`config.mk`:
```
export PLATFORM = sky130hd
export DESIGN_NAME = pc_sequencer_flat
export DESIGN_NICKNAME = d
export VERILOG_FILES = /design/src/rtl/pc_sequencer_if.sv /design/src/rtl/pc_sequencer.sv /design/src/flat_wrapper.sv
export SDC_FILE = /design/constraint.sdc
export NUM_CORES = 1
export LEC_CHECK = 0
export ABC_CLOCK_PERIOD_IN_PS = 3700
export CELL_PAD_IN_SITES_DETAIL_PLACEMENT = 2
export CELL_PAD_IN_SITES_GLOBAL_PLACEMENT = 2
export CORE_MARGIN = 2
export CORE_UTILIZATION = 10
export CTS_CLUSTER_SIZE = 28
export DETAILED_ROUTE_END_ITERATION = 10
export GPL_TIMING_DRIVEN = 0
export HOLD_SLACK_MARGIN = 0.12
export PLACE_DENSITY_LB_ADDON = 0.1
export SYNTH_ARGS = -nofsm -noshare
export SYNTH_HDL_FRONTEND = slang
export SYNTH_SLANG_ARGS = --single-unit
export TNS_END_PERCENT = 10
```
`constraint.sdc`:
```
create_clock -name clk -period 3.7 [get_ports clk]
set_clock_uncertainty 0.15 [all_clocks]
set_input_delay 0.74 -clock clk [delete_from_list [all_inputs] [get_ports clk]]
set_output_delay 0.74 -clock clk [all_outputs]
set_load 0.1 [all_outputs]
```
`src/rtl/pc_sequencer_if.sv`:
```
// pc_sequencer_if: groups the sequencer's CPU-side and debug-side signals.
//
// Signals (named from the sequencer's point of view):
//   run, step, halt_req      debug control (level, pulse, pulse)
//   instr, zr, ng, a_reg     current instruction, ALU flags, jump target
//   pc_val                   PC register output fed back
//   bp_addr, bp_valid        breakpoint address and enable
//   pc_reset/load/inc, pc_in PC register controls and load value
//   exec_en                  one-cycle register/memory write strobe
//   halted, state, bp_hit    debug status
//
// Modports:
//   master - the sequencer itself.
//   slave  - the surrounding CPU / debug host.
interface pc_sequencer_if #(
    parameter int unsigned WIDTH = 16
);
    logic             run;
    logic             step;
    logic             halt_req;
    logic [WIDTH-1:0] instr;
    logic             zr;
    logic             ng;
    logic [WIDTH-1:0] a_reg;
    logic [WIDTH-1:0] pc_val;
    logic [WIDTH-1:0] bp_addr;
    logic             bp_valid;
    logic             pc_reset;
    logic             pc_load;
    logic             pc_inc;
    logic [WIDTH-1:0] pc_in;
    logic             exec_en;
    logic             halted;
    logic [1:0]       state;
    logic             bp_hit;

    modport master (
        input  run, step, halt_req, instr, zr, ng, a_reg, pc_val, bp_addr, bp_valid,
        output pc_reset, pc_load, pc_inc, pc_in, exec_en, halted, state, bp_hit
    );

    modport slave (
        output run, step, halt_req, instr, zr, ng, a_reg, pc_val, bp_addr, bp_valid,
        input  pc_reset, pc_load, pc_inc, pc_in, exec_en, halted, state, bp_hit
    );
endinterface

```
`src/rtl/pc_sequencer.sv`:
```
// pc_sequencer: instruction-cycle controller for the Hack program counter.
//
// Steps each instruction through FETCH (FETCH_WAIT+1 cycles of ROM latency)
// and EXEC (one cycle, exec_en strobe, PC load/increment), with run/halt/step
// debug control. State encoding on bus.state: RST=00 FETCH=01 EXEC=10 HALT=11.
//
// Parameters:
//   WIDTH      data/address width (instr[15] is the C-instruction bit)
//   FETCH_WAIT ROM latency in cycles, legal range 0..7
//
// Ports:
//   clk      rising-edge clock
//   reset_n  asynchronous active-low reset
//   bus      pc_sequencer_if master modport (see interface header)
//
// Optional feature: define PC_SEQ_BREAKPOINT_EN to enable the address
// breakpoint. Without it bp_hit is tied low and bp_addr/bp_valid are unused.
module pc_sequencer #(
    parameter int unsigned WIDTH      = 16,
    parameter int unsigned FETCH_WAIT = 1
) (
    input  logic           clk,
    input  logic           reset_n,
    pc_sequencer_if.master bus
);

    typedef enum logic [1:0] {
        StRst   = 2'b00,
        StFetch = 2'b01,
        StExec  = 2'b10,
        StHalt  = 2'b11
    } state_e;

    localparam logic [2:0] WaitLast = 3'(FETCH_WAIT);

    state_e     state_q, state_d;
    logic [2:0] cnt_q, cnt_d;
    logic       halt_pend_q, halt_pend_d;
    logic       step_q, step_d;
    logic       skip_bp_q, skip_bp_d;  // first FETCH after HALT must not re-trap
    logic       bp_hit_q, bp_hit_d;
    logic       jump;
    logic       bp_match;

    assign jump = bus.instr[15] & ((bus.instr[2] & bus.ng) |
                                   (bus.instr[1] & bus.zr) |
                                   (bus.instr[0] & ~bus.ng & ~bus.zr));

`ifdef PC_SEQ_BREAKPOINT_EN
    // Compare only on the first FETCH cycle, before any EXEC at this address.
    assign bp_match   = bus.bp_valid && (bus.pc_val == bus.bp_addr) &&
                        !skip_bp_q && (cnt_q == 3'd0);
    assign bus.bp_hit = bp_hit_q;
`else
    logic unused_bp;
    assign unused_bp  = ^{bus.bp_addr, bus.bp_valid, bus.pc_val, skip_bp_q, bp_hit_q};
    assign bp_match   = 1'b0;
    assign bus.bp_hit = 1'b0;
`endif

    assign bus.state = state_q;

    always_ff @(posedge clk or negedge reset_n) begin
        if (!reset_n) begin
            state_q     <= StRst;
            cnt_q       <= 3'd0;
            halt_pend_q <= 1'b0;
            step_q      <= 1'b0;
            skip_bp_q   <= 1'b0;
            bp_hit_q    <= 1'b0;
        end else begin
            state_q     <= state_d;
            cnt_q       <= cnt_d;
            halt_pend_q <= halt_pend_d;
            step_q      <= step_d;
            skip_bp_q   <= skip_bp_d;
            bp_hit_q    <= bp_hit_d;
        end
    end

    always_comb begin
        state_d      = state_q;
        cnt_d        = cnt_q;
        halt_pend_d  = halt_pend_q;
        step_d       = step_q;
        skip_bp_d    = skip_bp_q;
        bp_hit_d     = bp_hit_q;
        bus.pc_reset = 1'b0;
        bus.pc_load  = 1'b0;
        bus.pc_inc   = 1'b0;
        bus.pc_in    = '0;
        bus.exec_en  = 1'b0;
        bus.halted   = 1'b0;

        unique case (state_q)
            StRst: begin
                bus.pc_reset = 1'b1;
                state_d      = StFetch;
                cnt_d        = 3'd0;
                halt_pend_d  = 1'b0;
                step_d       = 1'b0;
                skip_bp_d    = 1'b0;
                bp_hit_d     = 1'b0;
            end

            StFetch: begin
                if (bus.halt_req) begin
                    halt_pend_d = 1'b1;
                end
                // Only the first FETCH cycle compares, so the skip can drop here.
                skip_bp_d = 1'b0;
                if (bp_match) begin
                    state_d     = StHalt;
                    bp_hit_d    = 1'b1;
                    cnt_d       = 3'd0;
                    halt_pend_d = 1'b0;
                    step_d      = 1'b0;
                end else if (cnt_q == WaitLast) begin
                    state_d = StExec;
                    cnt_d   = 3'd0;
                end else begin
                    cnt_d = cnt_q + 3'd1;
                end
            end

            StExec: begin
                bus.exec_en = 1'b1;
                bus.pc_load = jump;
                bus.pc_inc  = ~jump;
                bus.pc_in   = bus.a_reg;
                step_d      = 1'b0;
                // A halt_req arriving in EXEC still lets this instruction finish.
                if (halt_pend_q || bus.halt_req || !bus.run || step_q) begin
                    state_d     = StHalt;
                    halt_pend_d = 1'b0;
                end else begin
                    state_d = StFetch;
                end
            end

            StHalt: begin
                bus.halted = 1'b1;
                // Already halted: a request here is satisfied, not queued.
                halt_pend_d = 1'b0;
                if (bus.halt_req) begin
                    state_d = StHalt;
                end else if (bus.step) begin
                    state_d   = StFetch;
                    step_d    = 1'b1;
                    skip_bp_d = 1'b1;
                    bp_hit_d  = 1'b0;
                    cnt_d     = 3'd0;
                end else if (bus.run) begin
                    state_d   = StFetch;
                    step_d    = 1'b0;
                    skip_bp_d = 1'b1;
                    bp_hit_d  = 1'b0;
                    cnt_d     = 3'd0;
                end
            end

            default: begin
                state_d = StRst;
            end
        endcase
    end

endmodule
```
`src/flat_wrapper.sv`:
```
// flat-port wrapper written by rule: the top's interface ports become plain ports
module pc_sequencer_flat 
#(
    parameter int unsigned WIDTH      = 16,
    parameter int unsigned FETCH_WAIT = 1
)
  (clk, reset_n, bus_run, bus_step, bus_halt_req, bus_instr, bus_zr, bus_ng, bus_a_reg, bus_pc_val, bus_bp_addr, bus_bp_valid, bus_pc_reset, bus_pc_load, bus_pc_inc, bus_pc_in, bus_exec_en, bus_halted, bus_state, bus_bp_hit);
  pc_sequencer_if #(.WIDTH(WIDTH)) bus_i ();
  input  logic clk;
  input  logic reset_n;
  input wire logic [$bits(bus_i.run)-1:0] bus_run;
  input wire logic [$bits(bus_i.step)-1:0] bus_step;
  input wire logic [$bits(bus_i.halt_req)-1:0] bus_halt_req;
  input wire logic [$bits(bus_i.instr)-1:0] bus_instr;
  input wire logic [$bits(bus_i.zr)-1:0] bus_zr;
  input wire logic [$bits(bus_i.ng)-1:0] bus_ng;
  input wire logic [$bits(bus_i.a_reg)-1:0] bus_a_reg;
  input wire logic [$bits(bus_i.pc_val)-1:0] bus_pc_val;
  input wire logic [$bits(bus_i.bp_addr)-1:0] bus_bp_addr;
  input wire logic [$bits(bus_i.bp_valid)-1:0] bus_bp_valid;
  output wire logic [$bits(bus_i.pc_reset)-1:0] bus_pc_reset;
  output wire logic [$bits(bus_i.pc_load)-1:0] bus_pc_load;
  output wire logic [$bits(bus_i.pc_inc)-1:0] bus_pc_inc;
  output wire logic [$bits(bus_i.pc_in)-1:0] bus_pc_in;
  output wire logic [$bits(bus_i.exec_en)-1:0] bus_exec_en;
  output wire logic [$bits(bus_i.halted)-1:0] bus_halted;
  output wire logic [$bits(bus_i.state)-1:0] bus_state;
  output wire logic [$bits(bus_i.bp_hit)-1:0] bus_bp_hit;
  assign bus_i.run = bus_run;
  assign bus_i.step = bus_step;
  assign bus_i.halt_req = bus_halt_req;
  assign bus_i.instr = bus_instr;
  assign bus_i.zr = bus_zr;
  assign bus_i.ng = bus_ng;
  assign bus_i.a_reg = bus_a_reg;
  assign bus_i.pc_val = bus_pc_val;
  assign bus_i.bp_addr = bus_bp_addr;
  assign bus_i.bp_valid = bus_bp_valid;
  assign bus_pc_reset = bus_i.pc_reset;
  assign bus_pc_load = bus_i.pc_load;
  assign bus_pc_inc = bus_i.pc_inc;
  assign bus_pc_in = bus_i.pc_in;
  assign bus_exec_en = bus_i.exec_en;
  assign bus_halted = bus_i.halted;
  assign bus_state = bus_i.state;
  assign bus_bp_hit = bus_i.bp_hit;
  pc_sequencer #(.WIDTH(WIDTH), .FETCH_WAIT(FETCH_WAIT)) u_core (.clk(clk), .reset_n(reset_n), .bus(bus_i));
endmodule
```
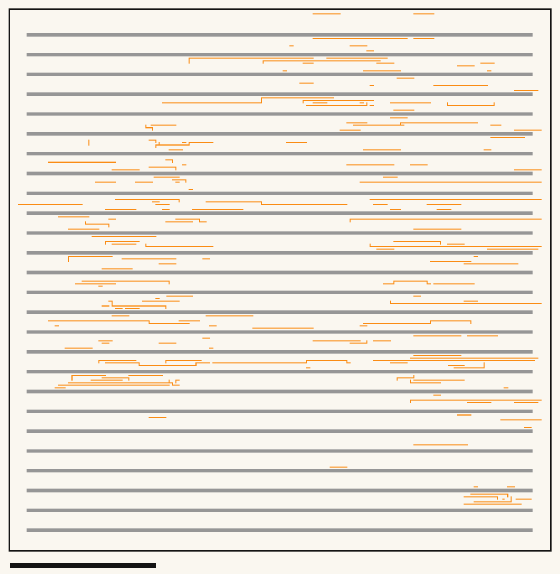
*Metal 1*
Scale bar: 20 um. Supply wires on this layer in grey.
longest straight run: 26.2 um
wire length on this layer: 938 um
share of all routed wire: 45%

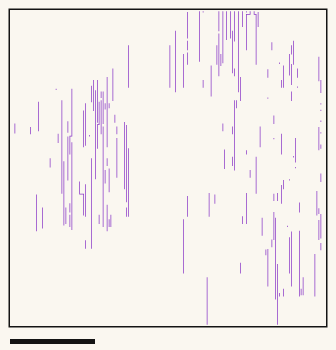
*Metal 2*
Scale bar: 20 um.
longest straight run: 23.5 um
nets with wire on the layer: 127

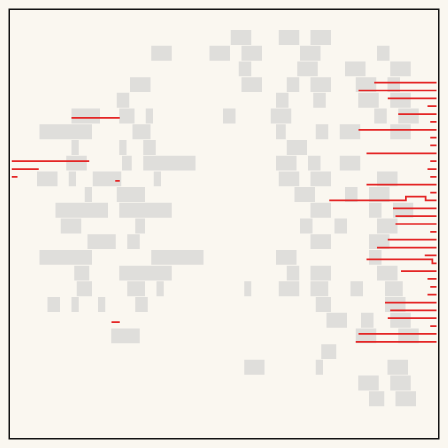
*Met3 routing*
wire length on this layer: 245 um
share of all routed wire: 12%

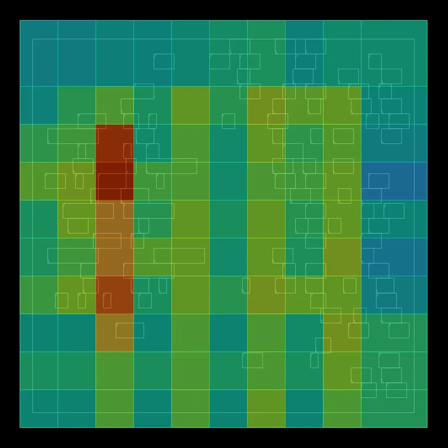
*Congestion heat map*
global routing's busiest layer: met2
grt met3 use: 0.02304

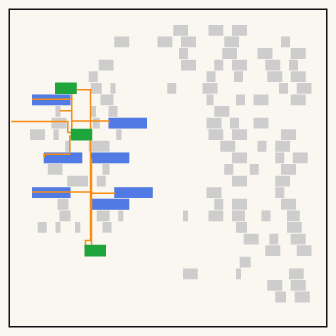
*Clock network drawn from the DEF*
legend:
  flip-flops:
    colour: blue
    count: 7
  clock wires:
    colour: orange
    length: 151 um
  cells driving clock nets:
    colour: green
    count: 3
routed clock nets: 4

routing by layer:
metal	wire length, um	GRT usage
met5	0	0
met2	871	0.1151
met3	245	0.02304
met1	938	0.09698
met4	35	0.03636
worst max-delay path by stage:
stage	end	slack, ps
finish	bus_pc_inc	210
floorplan	bus_pc_inc	30
global route	bus_pc_load	140
global placement	bus_pc_inc	-60
CTS	bus_pc_inc	210
detailed placement	bus_pc_inc	-80
sequential cells by signal (all words and copies together), names as in the netlist:
name                count
u_core.cnt_q            3
u_core.bus.state        2
u_core.halt_pend_q      1
u_core.step_q           1
placed cells by master (no fill, tap or decap), drive strengths merged:
cell type / instances
clkdlybuf4s50: 47
and2: 17
dfrtp: 7
nor2: 5
clkbuf: 4
inv: 3
and3: 2
o22ai: 2
nand3b: 2
dlygate4sd2: 2
buf: 2
nand2b: 2
o21ai: 2
and2b: 1
nor3b: 1
a221o: 1
a21boi: 1
nand2: 1
xnor2: 1
o21a: 1
mux2i: 1
a32oi: 1
nor2b: 1
or4b: 1
conb: 1
stage by stage:
step                      total power [mW]  std cells  instance area [um^2]
final                               0.8214        176                  1109
after global routing                0.8672        176                  1109
after CTS                           0.8353        176                  1109
after detailed placement            0.7188        172                  1066
after global placement              0.7152        172                  1066
after floorplan                     0.5674         56                 491.7
cells in the mapped netlist, types with 2 or more instances:
cell and n:
o22ai_1 2, dfrtp_1 7, nor2_1 5, inv_1 3, nand3b_1 2, and3_1 2
and2_1 17
power by group through the flow:
| stage | clock network [mW] | registers, mW | logic, mW |
|---|---|---|---|
| after floorplan | 0 | 0.203 | 0.364 |
| after detailed placement | 0 | 0.152 | 0.567 |
| final | 0.111 | 0.150 | 0.560 |
| after CTS | 0.117 | 0.152 | 0.567 |
| after global routing | 0.122 | 0.160 | 0.585 |
| after global placement | 0 | 0.149 | 0.566 |
==> metrics.yaml <==
final_layout:
  antenna_cells: 0
  final_layout_size_suffix_gt1_frac: 0.07339
  finish.utilization: 0.2347
  n_clock_buffer: 4
  inv_count: 3
  logic_area_um2: 292.8
  sh_comb_area: 0.2641
  signal_buffers: 51
  bufAreaShareNonClock: 0.4515
  ff_count: 7
power_and_ir_drop:
  power.density_nw_per_um2: 741.0
  switching_share: 0.5817
  peakVddDrop_mv: 0.1982
  seqPwrFrac: 0.183
  p_comb_frac: 0.681
  p_clk_frac: 0.135
  switchingPower_uw: 477.8
  power.internal_uw: 343.6
setup_path:
  cp-start-kind: "input port"
  r2r_end: "u_core.cnt_q[1]"
  startpoint: "bus_zr"
  rrSetupSlack_ps: 2180
  cp_top_family: "buffers and inverters"
  critPathMaxStageDelay_ps: 880
  required_ps: 2810
  crit_chain: "clkdlybuf4s50_1 > nor3b_1 > a221o_1 > a21boi_1 > dlygate4sd2_1"
  regToRegStartpoint: "u_core.bus.state[0]"
  crit_path_end_kind: "output port"
place:
  globalplace.congestion: 0.6201
  place_ws_ps: -78.21
  io_buffer_count: 49
synthesis:
  ys_sh_xor: 0.01781
  floorplan.nets: 128
  synthAdderAreaFrac: 0
  synth_cell_types: 25
  ys_ff: 7
  top_cells_by_area: "dfrtp_1 36%, and2_1 22%, nor2_1 3.8%, nand3b_1 3.1%, nand2b_4 2.8%"
  synth.avg_cell_area_um2: 8.781
  simple_gate_area_frac: 0.4351
  top_area_cell: "dfrtp_1"
  top_cell_area_share: 0.3562
  top_logic_kind: "simple AND/OR/NAND/NOR gates"
  synth_area_um2: 491.7
  ys_cells: 56
clock_network:
  insertion_delay_ps: 230
  postCtsSetupBuffers: 0
  postCtsResizedCells: 2
  cts_tree: "done"
  clock-root-buffer: "clkbuf_8"
  cts.sinks: 7
  clockBufferDepth: 2
  clk_pin_slew_worst_paths_ps: 40
routing:
  vias_per_cell: 3.523
  finalWirelength_um: 2090
  drtAntennaViolNets: 0
  drt-initial-drc-count: 13
  vias: 620
  first_pass_iters: 2
  drc_errors: 0
hold_path:
  hold_class: "flip-flop to flip-flop"
  worstHoldStart: "u_core.halt_pend_q"
grt:
  grt_pass1_vias: 615
  grtUsageTotal: 0.07550
  grt_pass1_wl_um: 3118
  grt-ovfl-total: 0
  antenna_found_initial: 0
run_status:
  outcome: "finished clean"
timing:
  setup-tns-final_ps: 0
  setup_violations: 0
  worst_pin_slew_ps: 999.8
  slew-limit-headroom: 0.3314
  finalMaxSlewViolations: 0
  timing.final.ws_setup_ps: 209.8
  holdWs_ps: 369.5
  finalHoldViolations: 0
  fmax_mhz: 286.5
floorplan:
  fp.dieW_um: 74.12
  dieArea_um2: 5494
  chipHeight_um: 74.12
  io_pins: 96
  rows: 25
  fp_util: 0.1041
  taps: 67
job:
  maxCapViolCount: 0
Power and IR drop assume default switching activity.
